### src/rtl/stream_pkg.sv
// Types shared by the stream controller and the CSR glue: controller FSM states and the
// packed {fir, dft} mode pair.
package stream_pkg;

    typedef enum logic [1:0] {
        RUN    = 2'd0,
        DRAIN  = 2'd1,
        SWITCH = 2'd2
    } ctrl_state_t;

    typedef struct packed {
        logic fir;
        logic dft;
    } dsp_mode_t;

    function automatic logic mode_is_dsp(input dsp_mode_t m);
        return m.fir | m.dft;
    endfunction

endpackage

### src/rtl/stream_pkt_tracker.sv
// Tracks whether an Avalon-ST interface is inside a packet and flags accepted end-of-packet beats.
// Observes a valid/ready pair only; adds no latency and never applies backpressure.
module stream_pkt_tracker (
    input  logic clk,
    input  logic rst_n,
    input  logic valid,
    input  logic ready,
    input  logic sop,
    input  logic eop,
    output logic in_pkt,
    output logic eop_fire
);

    logic fire;
    logic in_pkt_q;
    logic in_pkt_d;

    assign fire     = valid & ready;
    assign eop_fire = fire & eop;
    assign in_pkt   = in_pkt_q;

    // A single-beat packet (sop & eop) takes the eop branch and never opens a packet.
    always_comb begin
        in_pkt_d = in_pkt_q;
        if (fire && eop) begin
            in_pkt_d = 1'b0;
        end else if (fire && sop) begin
            in_pkt_d = 1'b1;
        end
    end

    always_ff @(posedge clk) begin
        if (!rst_n) begin
            in_pkt_q <= 1'b0;
        end else begin
            in_pkt_q <= in_pkt_d;
        end
    end

endmodule

### src/rtl/dsp_stream_ctrl.sv
// Routes Avalon-ST traffic through the DSP or around it with zero added latency; mode changes
// wait for a packet boundary and a fully drained DSP, gating new packets at ingress meanwhile.
module dsp_stream_ctrl
    import stream_pkg::*;
#(
    parameter int CNT_W = 4
) (
    input  logic        clk,
    input  logic        rst_n,
    input  logic        req_fir_en,
    input  logic        req_dft_en,
    output logic        fir_en,
    output logic        dft_en,
    output logic        active_dsp,
    output logic        switch_pending,
    output logic        sink_ready,
    input  logic [31:0] sink_data,
    input  logic        sink_valid,
    input  logic        sink_sop,
    input  logic        sink_eop,
    output logic [31:0] source_data,
    output logic        source_valid,
    output logic        source_sop,
    output logic        source_eop,
    input  logic        source_ready,
    input  logic        dsp_sink_ready,
    output logic [31:0] dsp_sink_data,
    output logic        dsp_sink_valid,
    output logic        dsp_sink_sop,
    output logic        dsp_sink_eop,
    input  logic [31:0] dsp_source_data,
    input  logic        dsp_source_valid,
    input  logic        dsp_source_sop,
    input  logic        dsp_source_eop,
    output logic        dsp_source_ready
);

    localparam logic [CNT_W-1:0] PEND_MAX = '1;
    localparam logic [CNT_W-1:0] PEND_ONE = CNT_W'(1);

    ctrl_state_t      state_q, state_d;
    dsp_mode_t        mode_q, mode_d;
    dsp_mode_t        req_mode;
    logic [CNT_W-1:0] pending_q, pending_d;

    logic path_dsp;
    logic gate;
    logic fwd_valid;
    logic in_pkt;
    logic out_pkt;
    logic in_eop_fire;
    logic dsp_eop_fire;
    logic pend_inc;
    logic pend_dec;
    logic out_eop_fire_unused;
    logic dsp_out_pkt_unused;

    assign req_mode = {req_fir_en, req_dft_en};
    assign path_dsp = mode_is_dsp(mode_q);

    // The gate only ever acts between packets, so a beat already presented mid-packet keeps its valid.
    assign gate = ((state_q != RUN) && !in_pkt)
               || ((pending_q == PEND_MAX) && !in_pkt && path_dsp);
    assign fwd_valid = sink_valid & ~gate;

    always_comb begin
        sink_ready       = source_ready & ~gate;
        source_valid     = fwd_valid;
        source_data      = sink_data;
        source_sop       = sink_sop;
        source_eop       = sink_eop;
        dsp_sink_valid   = 1'b0;
        dsp_source_ready = 1'b0;
        if (path_dsp) begin
            sink_ready       = dsp_sink_ready & ~gate;
            dsp_sink_valid   = fwd_valid;
            source_valid     = dsp_source_valid;
            source_data      = dsp_source_data;
            source_sop       = dsp_source_sop;
            source_eop       = dsp_source_eop;
            dsp_source_ready = source_ready;
        end
    end

    assign dsp_sink_data = sink_data;
    assign dsp_sink_sop  = sink_sop;
    assign dsp_sink_eop  = sink_eop;

    stream_pkt_tracker u_in_trk (
        .clk      (clk),
        .rst_n    (rst_n),
        .valid    (sink_valid),
        .ready    (sink_ready),
        .sop      (sink_sop),
        .eop      (sink_eop),
        .in_pkt   (in_pkt),
        .eop_fire (in_eop_fire)
    );

    stream_pkt_tracker u_out_trk (
        .clk      (clk),
        .rst_n    (rst_n),
        .valid    (source_valid),
        .ready    (source_ready),
        .sop      (source_sop),
        .eop      (source_eop),
        .in_pkt   (out_pkt),
        .eop_fire (out_eop_fire_unused)
    );

    stream_pkt_tracker u_dsp_trk (
        .clk      (clk),
        .rst_n    (rst_n),
        .valid    (dsp_source_valid),
        .ready    (dsp_source_ready),
        .sop      (dsp_source_sop),
        .eop      (dsp_source_eop),
        .in_pkt   (dsp_out_pkt_unused),
        .eop_fire (dsp_eop_fire)
    );

    assign pend_inc = in_eop_fire & path_dsp;
    assign pend_dec = dsp_eop_fire;

    always_comb begin
        pending_d = pending_q;
        if (pend_inc && !pend_dec) begin
            pending_d = pending_q + PEND_ONE;
        end else if (pend_dec && !pend_inc) begin
            pending_d = pending_q - PEND_ONE;
        end
    end

    // Even FIR <-> DFT changes drain fully: the DSP core must never see a torn packet.
    always_comb begin
        state_d = state_q;
        mode_d  = mode_q;
        case (state_q)
            RUN: begin
                if (req_mode != mode_q) state_d = DRAIN;
            end
            DRAIN: begin
                if (req_mode == mode_q) begin
                    state_d = RUN;
                end else if (!in_pkt && !out_pkt && (pending_q == '0)) begin
                    state_d = SWITCH;
                end
            end
            SWITCH: begin
                mode_d  = req_mode;
                state_d = RUN;
            end
            default: state_d = RUN;
        endcase
    end

    always_ff @(posedge clk) begin
        if (!rst_n) begin
            state_q   <= RUN;
            mode_q    <= '0;
            pending_q <= '0;
        end else begin
            state_q   <= state_d;
            mode_q    <= mode_d;
            pending_q <= pending_d;
        end
    end

    assign fir_en         = mode_q.fir;
    assign dft_en         = mode_q.dft;
    assign active_dsp     = path_dsp;
    assign switch_pending = (state_q != RUN);

endmodule

### config.mk
export PLATFORM = sky130hd
export DESIGN_NAME = dsp_stream_ctrl
export DESIGN_NICKNAME = d
export VERILOG_FILES = /design/src/rtl/stream_pkg.sv /design/src/rtl/stream_pkt_tracker.sv /design/src/rtl/dsp_stream_ctrl.sv
export SDC_FILE = /design/constraint.sdc
export NUM_CORES = 1
export LEC_CHECK = 0
export CORE_UTILIZATION = 30
export CTS_BUF_LIST = sky130_fd_sc_hd__clkbuf_16
export DETAILED_ROUTE_END_ITERATION = 10
export GPL_TIMING_DRIVEN = 0
export PLACE_DENSITY = 0.83
export SLEW_MARGIN = 20
export SYNTH_ARGS = -nofsm -noshare
export SYNTH_HDL_FRONTEND = slang
export SYNTH_HIERARCHICAL = 1
export SYNTH_SLANG_ARGS = --single-unit
### constraint.sdc
create_clock -name clk -period 3.3 [get_ports clk]
set_input_delay 0.66 -clock clk [delete_from_list [all_inputs] [get_ports clk]]
set_output_delay 0.66 -clock clk [all_outputs]
set_load 0.05 [all_outputs]
==> run_1/final_placement.png <==
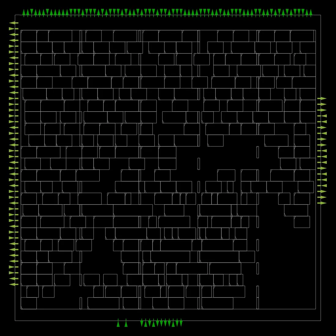
end-of-flow core utilization: 69.1%
placeable core region: 0.00450 sq mm
Seq/total area: 6.43%
Fillers: 337
number of sequential cells: 10

==> run_1/metal_stack.png <==
(4 px per um) Two of the layers only.
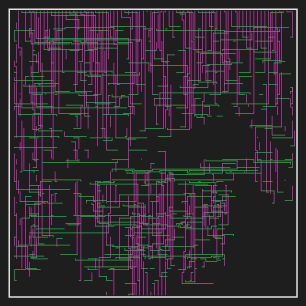
color	layer	wire length
magenta	met2	2,900 um
green	met1	1,850 um

==> notes.org, run 1 <==
* Implementation run

** Status
- Outcome :: finished, final reports clean

** Drt
- Remaining number of nets flagged by the antenna check after routing :: 0
- Routed wire per std cell :: 14.9 um
- The script logs the ratio of routed vias to standard cells as 4.49.
- DRC marker count from the first detailed-route iteration :: 22
- For this run, the detailed router's first-pass iteration total came to 4.
- In the routed design, unresolved DRC markers number 0.

** Layout
- In the layout the commonest cells are clkdlybuf4s50_1 (151), mux2_4 (34), buf_4 (34).
- Sequential standard cell area :: 200 sq um
- Number of signal-net buffers in the layout :: 190
- Non-clock inverters :: 5
- The layout report gives the multi-input gate share of total cell area as 30.2%.
- 88 cells are multi-input combinational gates.
- Area of the multi-input gates :: 940 sq um
- The most common logic cell in the final layout is clkdlybuf4s50_1.
- Fraction of layout cells with a size suffix above 1 :: 29.1%
- Net count, final :: 378
- Synthesis-to-finish area growth :: 115%
- The layout has 3 clock buffers.
- Per the final report, the share of cell area in clock cells is 2.41%.
- Non-clock buffer area fraction after layout :: 58.3%

** Flow run
- Warnings raised by the tools during the run amount to 26.
- The run reported a max-capacitance violation count of 0.

** STA
- After layout, the worst setup slack is 0.110 ns.
- Counting I/O delays and the setup requirement, the final critical path takes 3.19 ns.
- Actual transition at the worst max-transition pin :: 0.551 ns
- Unrepaired setup endpoints after global routing :: no
- Hold_ws :: 0.497 ns
- Final Hold Fails :: 0
- Max-slew headroom at the worst pin :: 63.2%
- The highest clock rate this design can be run at is 313 MHz.
- The end-of-flow timing check tallies setup violations at 0.
- Max Clock Skew :: 0.00202 ns
- Final critical-path share of the clock period :: 96.7%

** Power and ir drop
- Sequential Power Share :: 13.4%
- For this design the total switching power over the nets is 422 uW.
- The flow reports that combinational logic draws 66.2% of the design power.
- For this design the ratio of total power to cell area is 325 mW/mm^2.
- Switching share of power :: 41.6%
- The power report attributes to the clock group a share of 20.5%.
- Looking at the VDD voltage map, the peak drop is 0.000239 V.
- The power report puts the leakage power at 0.00131 uW.
- PnR Total Power :: 1010 uW
- The internal power of the cells totals 591 uW.

** GRT
- Global-route usage over all layers :: 19.4%
- The via count of the first global-routing pass was 1,600.
- Global-route wire length before repair :: 7660 um
- Antenna violations before repair :: 0
- Largest net degree at the start of global routing :: 11
- Per the GRT congestion report, total overflow comes to 0.

** Floorplan
- The die covers 0.00512 sq mm.
- Tap cell count :: 52
- In the floorplan report the effective utilization is 32.2%.
- 152 I/O pins were placed.
- Row generation in the floorplan step produced 24 rows.
- Die width :: 71.6 um
- Die Ht :: 71.6 um

** Logic synthesis
- Count of warnings emitted by yosys :: 6
- Syn Inst Count :: 142
- In this run the mean area of a mapped cell was 10.2 sq um.
- At floorplan, the net count of the design was reported as 222.
- Synthesized cell area :: 0.00145 sq mm

** Worst setup path
- Following the worst setup path forward leads to its endpoint at source_valid.
- In this run the critical register-to-register path is launched from dft_en$_SDFFE_PN0N_.
- In the setup report, the worst path falls into the class input pin to output port.
- Per the timing report, the most critical flop-to-flop path finishes at pending_q[3]$_SDFFE_PN0P_.
- STA classifies the critical path endpoint as an output port.
- The arrival time of data at the worst endpoint is listed as 2.53 ns.
- The worst setup path is launched from an input pin.
- According to the timing report, the critical path is launched from sink_valid.
- Required time at the worst-slack endpoint :: 2.64 ns
- Reg2Reg Depth :: 14
- Crit Path Max Fanout :: 4

** Clocking
- The post-CTS hold buffer count recorded in the log is 0.
- TritonCTS buffer count :: 3
- In this run the deepest clock path goes through 2 buffers.
- Root cell of the clock tree :: clkbuf_16
- Looking at the clock tree report, the H-tree level count equals 1.
- Register clock-pin slew on the reported worst setup and hold paths :: 0.04 ns
- Sink count of the clock tree :: 10
- TritonCTS built the clock tree.
- Once the clock tree was built, the resizer swapped 0 gates to a different size.
- The later pin in the worst-skew pair is clocked with a latency of 0.23 ns.

** Placement
- After its last routability iteration, the placer logged a weighted congestion of 0.767.
- After legalization and detailed placement, the total HPWL measured 4530 um.
- Setup WS pre-CTS :: 0.121 ns
- IO Port Bufs :: 151

** Hold path
- Type of the worst min-delay path :: register to register
==> run_1/met2.png <==
(4 px per um)
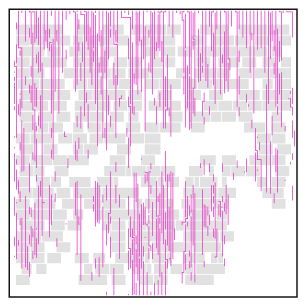
nets with wire on the layer	331
share of all routed wire	56%
longest straight run	43.2 um
main direction	vertical
wire length on this layer	2,900 um

==> run_1/zoom.png <==
Region (16, 16) to (56, 56) um. Cells in gray, sequential cells in the stronger gray; small squares are vias.
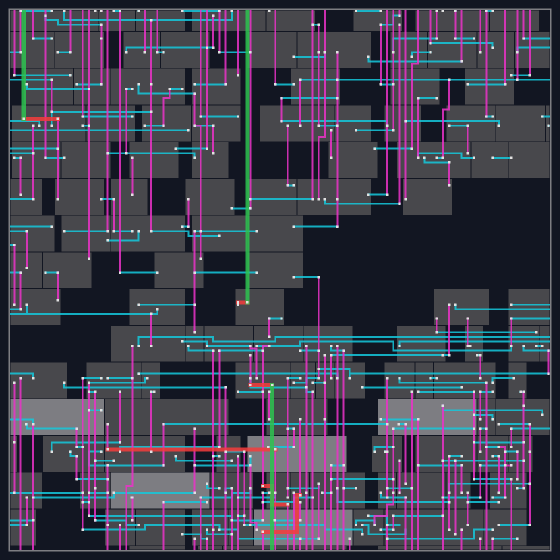
color	layer
magenta	met2
cyan	met1
red	met3
green	met4
sequential cells in the window	5
most frequent	clkdlybuf4s50_1 (39), mux2_4 (13), buf_4 (13)
cells with their middle in the window	116

[run 1: worst max-delay path, cell delays in order]
cell	delay [ns]
clkdlybuf4s50_1	0.55
o21ai_0	0.11
o21ai_0	0.33
clkdlybuf4s50_1	0.88
[run 1: worst min-delay path by stage]
stage                              start                         to  slack, ns  cells after the start
2_1_floorplan  pending_q[3]$_SDFFE_PN0P_  pending_q[3]$_SDFFE_PN0P_       0.46                      2
5_1_grt        pending_q[3]$_SDFFE_PN0P_  pending_q[3]$_SDFFE_PN0P_       0.53                      2
3_3_place_gp   pending_q[3]$_SDFFE_PN0P_  pending_q[3]$_SDFFE_PN0P_       0.48                      2
3_5_place_dp   pending_q[3]$_SDFFE_PN0P_  pending_q[3]$_SDFFE_PN0P_       0.49                      2
6_report       pending_q[3]$_SDFFE_PN0P_  pending_q[3]$_SDFFE_PN0P_       0.50                      2
4_1_cts        pending_q[3]$_SDFFE_PN0P_  pending_q[3]$_SDFFE_PN0P_       0.50                      2
[run 1: per-layer routing]
metal | GRT usage (%) | routed length (um) | up-vias
met3 | 4.78 | 337 | 8
met4 | 4.58 | 100 | 0
met1 | 19.5 | 1850 | 697
met2 | 39.5 | 2900 | 83
met5 | 0 | 0 | -
li1 | - | - | 774
[run 1: stage by stage]
stage / instances / cell area (sq um)
finish: 348 / 3110
global route: 348 / 3110
CTS: 348 / 3110
detailed placement: 345 / 3040
global placement: 345 / 3040
floorplan: 142 / 1460
[run 1: power by group through the flow]
stage	combinational (uW)	clock [uW]	sequential [uW]
after floorplan	429	0	139
after global placement	666	0	137
after detailed placement	671	0	137
after CTS	675	213	135
after global routing	696	215	136
final	670	207	135
[run 1: sequential cells by signal, summed over array words and instances (netlist names)]
name              count
u_out_trk/in_pkt      1
state_q               2
fir_en                1
u_in_trk/in_pkt       1
pending_q             4
dft_en                1
## Run 2: what changed since run 1
Settings changed: GPL_TIMING_DRIVEN 0 to not set.
==> notes.org, run 2 <==
* Implementation run

** Layout
- Most flops, register :: pending_q
- Most frequently placed logic cell in the final layout :: clkdlybuf4s50_1
- ANT cells :: 0
- Fraction of layout cells with a size suffix above 1 :: 33.3% (+4.3 points)
- The utilization after layout came to 60.5% (-8.6 points).
- The post-layout net count came to 340 (-10%).
- Registers with the most flip-flops :: pending_q: 4 flops, state_q: 2 flops
- Ranking logic cells in the layout by count gives the top entries clkdlybuf4s50_1 (114), buf_4 (38), mux2_4 (34).
- Flip-flop count of the largest register after layout :: 4 (unchanged)
- The flow measured a signed area growth from synthesis to layout of 87.8%.

** Drt
- Via density per instance :: 4.67 (+4.1%)
- The count of antenna-violating nets left after detailed routing came to 0 (unchanged).
- Drt drc :: 0 (unchanged)
- DRT Wirelength :: 4660 um
- The iteration-0 DRC count of the detailed router is 48 (+120%).
- First-pass DRT Iterations :: 4 (unchanged)
- The wire length per cell was 15.0 um (+0.92%).
- Across all layers, the routed design uses 1,448 vias.

** Floorplan
- Die width :: 71.6 um (unchanged)
- The area of the chip came to 0.00512 sq mm (unchanged).
- The I/O pin count came to 152 (unchanged).
- The floorplan utilization came to 32.2% (unchanged).
- The core footprint is 0.00450 sq mm (unchanged).
- The height of the die was 71.6 um (unchanged).

** Placement
- DP Wirelength :: 3970 um (-12%)
- The placer congestion estimate came to 0.773 (+0.77%).
- IO Port Bufs :: 151 (unchanged)

** Worst setup path
- Per the STA report, the cell with the highest stage delay on the worst path is clkdlybuf4s50_1.
- On the critical path the largest part of the delay comes from AND-OR/OR-AND gates.
- Worst-case register-to-register setup slack :: 0.54 ns
- The highest net fanout along the worst path is 4 (unchanged).
- The critical path's largest stage delay was 0.54 ns (-0.34 ns).
- Number of buffer and inverter instances along the worst setup path :: 2 (unchanged)
- The worst setup path is launched from an input pin.
- Data arrival time at the worst-slack endpoint :: 3.12 ns (+0.59 ns)
- Type of the worst setup path :: input pin to register
- In this run the critical path is formed by clkdlybuf4s50_1, mux2i_1, a21oi_4, and3_4, and2_1, ha_1, inv_1, ha_1, a21oi_1, a211oi_1, a31oi_1, mux2i_1.
- Crit path launch :: source_ready
- CP endpoint kind :: register
- The launch point of the worst register-to-register path is recorded as fir_en$_SDFFE_PN0N_.
- Required time at the worst-slack endpoint :: 3.45 ns (+0.81 ns)

** Power and ir drop
- The worst voltage drop across the vdd grid was 0.000165 V (-31%).
- Combinational share of power :: 64.2% (-2.0 points)
- The internal power component is 546 uW (-7.6%).
- Clock Power Share :: 21.7% (+1.2 points)
- The power per standard cell area came to 353 mW/mm^2 (+8.4%).
- The net switching power came to 415 uW (-1.6%).
- Switching share of power :: 43.2% (+1.5 points)
- Leak pwr :: 0.00117 uW (-11%)
- Sequential Power Share :: 14.1% (+0.7 points)

** Flow run
- OpenROAD warning count :: 26 (unchanged)
- Maximum Capacitance Violations :: 0 (unchanged)

** Clocking
- The number of clock sinks came to 10 (unchanged).
- TritonCTS built the clock tree.
- The maximum buffer depth of the clock tree is 2 (unchanged).
- Post-cts repair resize count :: 0 (unchanged)
- Number of H-tree levels :: 1 (unchanged)
- Skew-Pair Late Insertion Delay :: 0.23 ns (about the same)
- Buffer count from post-CTS setup fixing :: 0
- The clock edge transition at the registers on the reported setup and hold paths was 0.04 ns (about the same).
- The hold-fix buffer count after cts is 0 (unchanged).
- TritonCTS buffer count :: 3 (unchanged)
- The tree is rooted in a clkbuf_16.

** Logic synthesis
- The summed instance area of the synthesized netlist came to 0.00145 sq mm (unchanged).
- Count of warnings emitted by yosys :: 6 (unchanged)
- Mean Syn Cell Area :: 10.2 sq um (unchanged)
- The floorplan net count was 222 (unchanged).
- The post-synthesis instance total is 142 (unchanged).

** GRT
- Number of global-route vias before repair :: 1,424 (-11%)
- Global-route usage over all layers :: 16.7% (-2.7 points)
- Global-route wire length before repair :: 6670 um (-13%)
- Largest net degree at the start of global routing :: 32 (+21)
- Antenna violations before repair :: 0 (unchanged)
- The total global routing overflow came to 0 (unchanged).

** STA
- The total setup violations reported at the end of the flow is 0 (unchanged).
- Tmin final :: 2.96 ns (-0.226 ns)
- Adding up every negative setup slack in the final design gives 0 ns.
- Final Hold Fails :: 0 (unchanged)
- The post-route clock period utilization was 89.8% (-6.8 points).
- The maximum operating frequency came to 337 MHz (+7.6%).
- The final worst clock skew came to 0.000953 ns (-0.00107 ns).
- Max-slew check failures listed in the final report amount to 0.
- Unrepaired setup endpoints after global routing :: no
- The worst-case headroom to the max-slew limit was 62.5% (-0.70 points).
- Actual transition at the worst max-transition pin :: 0.563 ns (+0.0122 ns)

** Hold path
- In this run the worst hold path is classified as register to register.
- Startpoint of the most critical hold path :: pending_q[3]$_SDFFE_PN0P_

** Status
- The run finished with clean final reports.
-- run 2: routing by layer --
layer / global-route usage (%) / part of all wire (%) / vias to the layer above / routed length (um)
met5: 0 / 0 / - / 0
met4: 5.01 / 1.2 / 0 / 58
met3: 4.36 / 7.8 / 6 / 361
met2: 31.0 / 54 / 84 / 2540
met1: 18.5 / 36 / 660 / 1700
li1: - / - / 698 / -
-- run 2: final cells by class --
class | count | area (sq um)
Tap cell | 52 | 65.1
Clock buffer | 3 | 75.1
Fill cell | 364 | 1780
Inverter | 5 | 18.8
Multi-Input combinational cell | 88 | 940
Sequential cell | 10 | 200
Timing Repair Buffer | 152 | 1430
-- run 2: power groups by stage --
stage | clock network (uW) | registers [uW] | logic, uW
after global placement | 0 | 137 | 615
final | 209 | 136 | 617
after detailed placement | 0 | 137 | 618
after floorplan | 0 | 139 | 429
after CTS | 213 | 135 | 620
after global routing | 217 | 136 | 638
-- run 2: final timing paths --
path | cells after the start | to
worst max-delay path | 12 | pending_q[3]$_SDFFE_PN0P_
worst min-delay path | 2 | pending_q[3]$_SDFFE_PN0P_
worst max register to register | 13 | pending_q[3]$_SDFFE_PN0P_
worst min register to register | 2 | pending_q[3]$_SDFFE_PN0P_
-- run 2: through the flow --
step | hold slack (ns) | instances | instance area (sq um) | setup WS, ns | total power [uW]
global placement | 0.489 | 307 | 2650 | 0.244 | 751
detailed placement | 0.524 | 307 | 2650 | 0.133 | 755
global route | 0.552 | 310 | 2730 | 0.212 | 992
floorplan | 0.459 | 142 | 1460 | 0.107 | 568
CTS | 0.532 | 310 | 2730 | 0.347 | 969
finish | 0.526 | 310 | 2730 | 0.335 | 961
-- run 2: worst min-delay path, delay by kind of cell (launching register included) --
kind	cells	cell delay [ns]
multiplexers	1	0.07
AND/OR/NAND/NOR	1	0.06
flip-flops	1	0.33
==> run_2/metal_stack.png <==
(4 px per um) Two of the layers only.
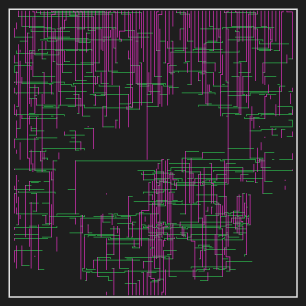
color	layer	wire length
green	met1	1,700 um
magenta	met2	2,540 um

==> run_2/final_placement.png <==
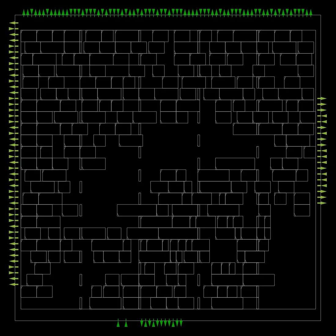
Seq/total area: 7.35%
tap cell count: 52
Fillers: 364
count of standard-cell rows: 24
Final Instance Count excl. Fillers: 310

No activity file was given, so power comes from the tool's default toggle rates.
